`config.mk`:
```
export PLATFORM = sky130hd
export DESIGN_NAME = traffic_intersection_ctrl
export DESIGN_NICKNAME = d
export VERILOG_FILES = /design/src/rtl/traffic_intersection_ctrl.sv
export SDC_FILE = /design/constraint.sdc
export NUM_CORES = 1
export LEC_CHECK = 0
export ABC_AREA = 1
export CORE_MARGIN = 10
export CORE_UTILIZATION = 48
export CTS_CLUSTER_SIZE = 30
export DETAILED_ROUTE_END_ITERATION = 12
export PLACE_DENSITY = 0.7
export SETUP_SLACK_MARGIN = 0.1
export SLEW_MARGIN = 20
export SYNTH_ARGS = -nofsm -noshare
export SYNTH_HDL_FRONTEND = slang
export SYNTH_SLANG_ARGS = --single-unit
```
`constraint.sdc`:
```
create_clock -name clk -period 1.86 [get_ports clk]
set_clock_uncertainty 0.15 [all_clocks]
set_input_delay 0.186 -clock clk [delete_from_list [all_inputs] [get_ports clk]]
set_output_delay 0.186 -clock clk [all_outputs]
set_load 0.01 [all_outputs]
```
`src/rtl/traffic_intersection_ctrl.sv`:
```
// traffic_intersection_ctrl
//   Two-approach intersection controller: NS is the main road, EW the side road.
//   Timed phases use a down-counter that loads T_x-1 on phase entry and exits at 0.
//   NS green holds after its minimum time until a side-road or pedestrian request.
//   All lamp outputs are registered and decoded from the next phase.
//   Optional pedestrian walk phase: define TRAFFIC_PED_WALK_EN to enable it.
//
//   phase        | meaning
//   -------------+-----------------------------------------------
//   0 NS_GREEN   | main road green, hold at count 0 until request
//   1 NS_YELLOW  | main road yellow
//   2 ALL_RED_1  | clearance before side road / walk
//   3 WALK       | pedestrian walk, both heads red
//   4 EW_GREEN   | side road green, fixed length
//   5 EW_YELLOW  | side road yellow
//   6 ALL_RED_2  | clearance before main road; reset phase
//   7            | illegal, recovers to ALL_RED_2

module traffic_intersection_ctrl #(
  parameter int CNT_W    = 8,
  parameter int T_GREEN  = 8,
  parameter int T_YELLOW = 3,
  parameter int T_ALLRED = 2,
  parameter int T_WALK   = 5
) (
  input  logic       clk,
  input  logic       rst,
  input  logic       ew_req,
  input  logic       ped_req,
  output logic [2:0] ns_light,
  output logic [2:0] ew_light,
  output logic       walk,
  output logic [2:0] phase,
  output logic       ped_pending
);

  localparam logic [2:0] PH_NS_GREEN  = 3'd0;
  localparam logic [2:0] PH_NS_YELLOW = 3'd1;
  localparam logic [2:0] PH_ALL_RED_1 = 3'd2;
  localparam logic [2:0] PH_WALK      = 3'd3;
  localparam logic [2:0] PH_EW_GREEN  = 3'd4;
  localparam logic [2:0] PH_EW_YELLOW = 3'd5;
  localparam logic [2:0] PH_ALL_RED_2 = 3'd6;

  localparam logic [2:0] LAMP_RED = 3'b100;
  localparam logic [2:0] LAMP_YEL = 3'b010;
  localparam logic [2:0] LAMP_GRN = 3'b001;

  // Counter load values: a phase of T cycles starts at T-1 and exits at 0.
  localparam logic [CNT_W-1:0] LD_GREEN  = CNT_W'(T_GREEN - 1);
  localparam logic [CNT_W-1:0] LD_YELLOW = CNT_W'(T_YELLOW - 1);
  localparam logic [CNT_W-1:0] LD_ALLRED = CNT_W'(T_ALLRED - 1);
  localparam logic [CNT_W-1:0] LD_WALK   = CNT_W'(T_WALK - 1);
  localparam logic [CNT_W-1:0] CNT_ONE   = CNT_W'(1);

  // Durations must be non-zero and their load value must fit the counter.
  if (T_GREEN < 1 || T_GREEN > 2**CNT_W) begin : g_bad_green
    $error("T_GREEN out of range for CNT_W");
  end
  if (T_YELLOW < 1 || T_YELLOW > 2**CNT_W) begin : g_bad_yellow
    $error("T_YELLOW out of range for CNT_W");
  end
  if (T_ALLRED < 1 || T_ALLRED > 2**CNT_W) begin : g_bad_allred
    $error("T_ALLRED out of range for CNT_W");
  end
  if (T_WALK < 1 || T_WALK > 2**CNT_W) begin : g_bad_walk
    $error("T_WALK out of range for CNT_W");
  end

  logic [2:0]       phase_q, phase_d;
  logic [CNT_W-1:0] cnt_q, cnt_d;
  logic             cnt_zero;
  logic             ped_q, ped_d;
  logic [2:0]       ns_q, ns_d;
  logic [2:0]       ew_q, ew_d;
  logic             walk_q, walk_d;
  logic             hold_release;

`ifdef TRAFFIC_PED_WALK_EN
  logic             walk_entry;
`else
  logic             unused_ped_req;
  assign unused_ped_req = ped_req;
`endif

  assign cnt_zero = (cnt_q == '0);

`ifdef TRAFFIC_PED_WALK_EN
  assign hold_release = ew_req | ped_q;
`else
  assign hold_release = ew_req;
`endif

  // State, counter, pedestrian latch and registered lamp outputs.
  always_ff @(posedge clk or posedge rst) begin
    if (rst) begin
      phase_q <= PH_ALL_RED_2;
      cnt_q   <= LD_ALLRED;
      ped_q   <= 1'b0;
      ns_q    <= LAMP_RED;
      ew_q    <= LAMP_RED;
      walk_q  <= 1'b0;
    end else begin
      phase_q <= phase_d;
      cnt_q   <= cnt_d;
      ped_q   <= ped_d;
      ns_q    <= ns_d;
      ew_q    <= ew_d;
      walk_q  <= walk_d;
    end
  end

  // Next phase and counter: decrement gated at 0, reload on every phase change.
  always_comb begin
    phase_d = phase_q;
    cnt_d   = cnt_zero ? cnt_q : (cnt_q - CNT_ONE);
`ifdef TRAFFIC_PED_WALK_EN
    walk_entry = 1'b0;
`endif
    case (phase_q)
      PH_NS_GREEN: begin
        if (cnt_zero && hold_release) begin
          phase_d = PH_NS_YELLOW;
          cnt_d   = LD_YELLOW;
        end
      end
      PH_NS_YELLOW: begin
        if (cnt_zero) begin
          phase_d = PH_ALL_RED_1;
          cnt_d   = LD_ALLRED;
        end
      end
      PH_ALL_RED_1: begin
        if (cnt_zero) begin
`ifdef TRAFFIC_PED_WALK_EN
          if (ped_q) begin
            phase_d    = PH_WALK;
            cnt_d      = LD_WALK;
            walk_entry = 1'b1;
          end else begin
            phase_d = PH_EW_GREEN;
            cnt_d   = LD_GREEN;
          end
`else
          phase_d = PH_EW_GREEN;
          cnt_d   = LD_GREEN;
`endif
        end
      end
`ifdef TRAFFIC_PED_WALK_EN
      PH_WALK: begin
        if (cnt_zero) begin
          phase_d = PH_EW_GREEN;
          cnt_d   = LD_GREEN;
        end
      end
`endif
      PH_EW_GREEN: begin
        if (cnt_zero) begin
          phase_d = PH_EW_YELLOW;
          cnt_d   = LD_YELLOW;
        end
      end
      PH_EW_YELLOW: begin
        if (cnt_zero) begin
          phase_d = PH_ALL_RED_2;
          cnt_d   = LD_ALLRED;
        end
      end
      PH_ALL_RED_2: begin
        if (cnt_zero) begin
          phase_d = PH_NS_GREEN;
          cnt_d   = LD_GREEN;
        end
      end
      default: begin
        phase_d = PH_ALL_RED_2;
        cnt_d   = LD_ALLRED;
      end
    endcase
  end

  // Pedestrian latch: a press on the walk-entry cycle survives the clear.
`ifdef TRAFFIC_PED_WALK_EN
  assign ped_d = ped_req | (ped_q & ~walk_entry);
`else
  assign ped_d = 1'b0;
`endif

  // Lamp decode from the next phase so lamps change on the phase-change edge.
  always_comb begin
    ns_d   = LAMP_RED;
    ew_d   = LAMP_RED;
    walk_d = 1'b0;
    case (phase_d)
      PH_NS_GREEN:  ns_d = LAMP_GRN;
      PH_NS_YELLOW: ns_d = LAMP_YEL;
      PH_EW_GREEN:  ew_d = LAMP_GRN;
      PH_EW_YELLOW: ew_d = LAMP_YEL;
      default: begin
        ns_d = LAMP_RED;
        ew_d = LAMP_RED;
      end
    endcase
`ifdef TRAFFIC_PED_WALK_EN
    walk_d = (phase_d == PH_WALK);
`endif
  end

  assign phase       = phase_q;
  assign ns_light    = ns_q;
  assign ew_light    = ew_q;
  assign walk        = walk_q;
  assign ped_pending = ped_q;

endmodule

```
**Metal 2**

Drawn at 4 px/µm. Cells faint in the background.
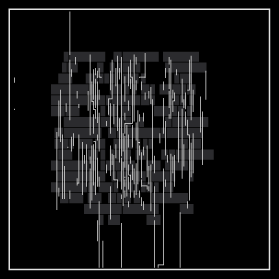
main direction	vertical
nets with wire on the layer	113
longest straight run	24.6 µm
share of all routed wire	49%
wire length on this layer	1020 µm

**Cells by drive strength**

Drawn at 8 px/µm.
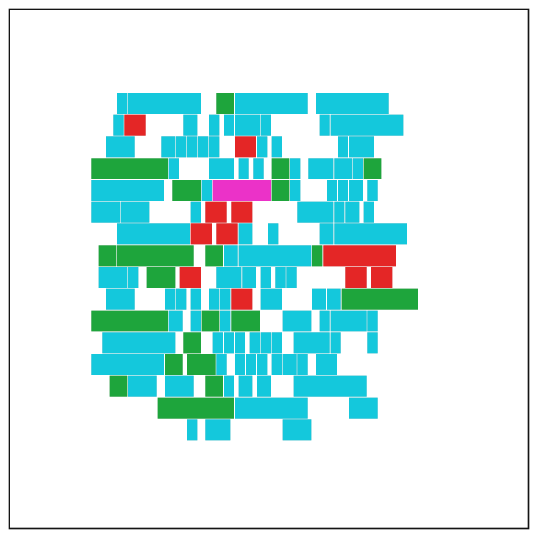
size	colour	cells	most used
drive 2	green	21	nand2_2
drive 3 to 4	red	11	buf_4
drive 6 and up	magenta	1	nor2_8
drive 1 or less	cyan	104	nand2_1

==> flow_metrics.env <==
# physical design summary
export IMPL_whs_ns=0.0451
export IMPL_io_buffers=11
export IMPL_gp_congestion=0.812
export IMPL_gr_usage_met3_pct=3.44
export IMPL_crit_path_start_kind="register"
export IMPL_pre_cts_slack_ns=0.0934
export IMPL_drcViolationCount=0
export IMPL_status="completed"
export IMPL_worstReg2RegStart="cnt_q[0]"
export IMPL_top_cell="nand2_1"
export IMPL_peakVddDrop_mv=0.993
export IMPL_reg2reg_slack_ns=0.17
export IMPL_p_seq_mw=0.682
export IMPL_cts_tree="built"
export IMPL_antenna_cells=0
export IMPL_dp_cells=155
export IMPL_min_period_ns=1.71
export IMPL_crit_family="flip-flops"
export IMPL_route_vias_total=765
export IMPL_vias_per_cell=4.66
export IMPL_grt_pass1_wl_um=3540
export IMPL_io_pins=15
export IMPL_grtUsageMet1_pct=13.0
export IMPL_die_area_um2=4190
export IMPL_ys_sh_simple_pct=33.5
export IMPL_yosysTopAreaCellShare_pct=31.3
export IMPL_adder_share_pct=5.22
export IMPL_die_h_um=64.7
export IMPL_fp_util_pct=49.9
export IMPL_max_cap_viol_count=0
export IMPL_required_ns=1.52
export IMPL_clk_latency_ns=0.29
export IMPL_yosys_area_top_type="dfrtp_1"
export IMPL_ant_nets=0
export IMPL_slew_violations=0
export IMPL_synth_seq_share_pct=45.0
export IMPL_logic_area_um2=473
export IMPL_timing_final_crit_share_pct=91.8
export IMPL_synth_cell_types=19
export IMPL_power_mw=1.94
export IMPL_largest_register="cnt_q"
export IMPL_cts_max_path_buffers=2
export IMPL_synth_cells_yosys=116
export IMPL_busiest_layer="met2"
export IMPL_power_leakage_nw=0.610
export IMPL_regToRegEndpoint="ew_light[0]"
export IMPL_largest_reg_flops=8
export IMPL_fp_coreArea_um2=1920
export IMPL_cts_made_buffers=3
export IMPL_syn_avg_cell_area_um2=8.27
export IMPL_die_w_um=64.7
export IMPL_path_max_fanout=2
export IMPL_dpl_cell_area_um2=1110
export IMPL_aoi_share_pct=3.13
export IMPL_fillers=176
export IMPL_antenna_found_initial=0
export IMPL_synth_edff_count=0
export IMPL_xor_share_pct=4.56
export IMPL_comb_power_mw=1.05
export IMPL_crit_cells=1
export IMPL_ctsHtreeMaxLevel=1
export IMPL_topCellsByArea="dfrtp_1 31%, dfstp_2 14%, nand2_1 8.6%, nor2_1 7.0%, inv_1 6.6%"
export IMPL_synthTopCellsByCount="22 x nand2_1, 18 x nor2_1, 17 x inv_1"
export IMPL_reg2reg_depth=10
export IMPL_cp_slowest_cell="dfstp_2"
export IMPL_ys_area_um2=960
export IMPL_p_per_area_nw_per_um2=1630
export IMPL_grt_pass1_vias=768
export IMPL_nets=146
export IMPL_root_buffer="clkbuf_4"
export IMPL_wl_met2_um=1020
export IMPL_swShare_pct=43.3
export IMPL_clock_power_share_pct=10.5
export IMPL_stdcell_count=164
export IMPL_async_flop_share_pct=100
export IMPL_power_frac_seq_pct=35.1
export IMPL_timing_critical_path_buf_inv=1
export IMPL_p_int_mw=1.10
export IMPL_area_delta_synth_final_pct=24.0
**M3 wires**

Drawn at 4 px/µm.
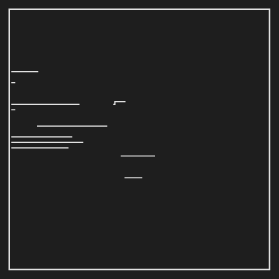
longest straight run	17.7 µm
nets with wire on the layer	10
wire length on this layer	104 µm

-- placed cells by master, fill, tap and decap left out, types with 4 or more instances in the layout --
master,netlist,routed
nand2_1,22,21
clkdlybuf4s50_1,0,10
o21ai_0,4,4
dfstp_2,5,5
nand2_2,5,6
nand3_2,4,4
inv_1,17,16
nor2_2,3,5
nor2_1,18,16
xor2_1,5,5
dfrtp_1,12,12
nand3_1,7,7
buf_4,2,7
-- final cells by class --
class	instances	share of cell area, %
Timing Repair Buffer	18	13.6
Multi-Input combinational cell	81	39.7
Sequential cell	17	36.3
Clock buffer	4	2.21
Tap cell	27	2.84
Inverter	17	5.36
-- worst min-delay path, stage by stage --
cell	delay, ns
clkdlybuf4s50_1	0.40
inv_1	0.05
buf_4	0.23
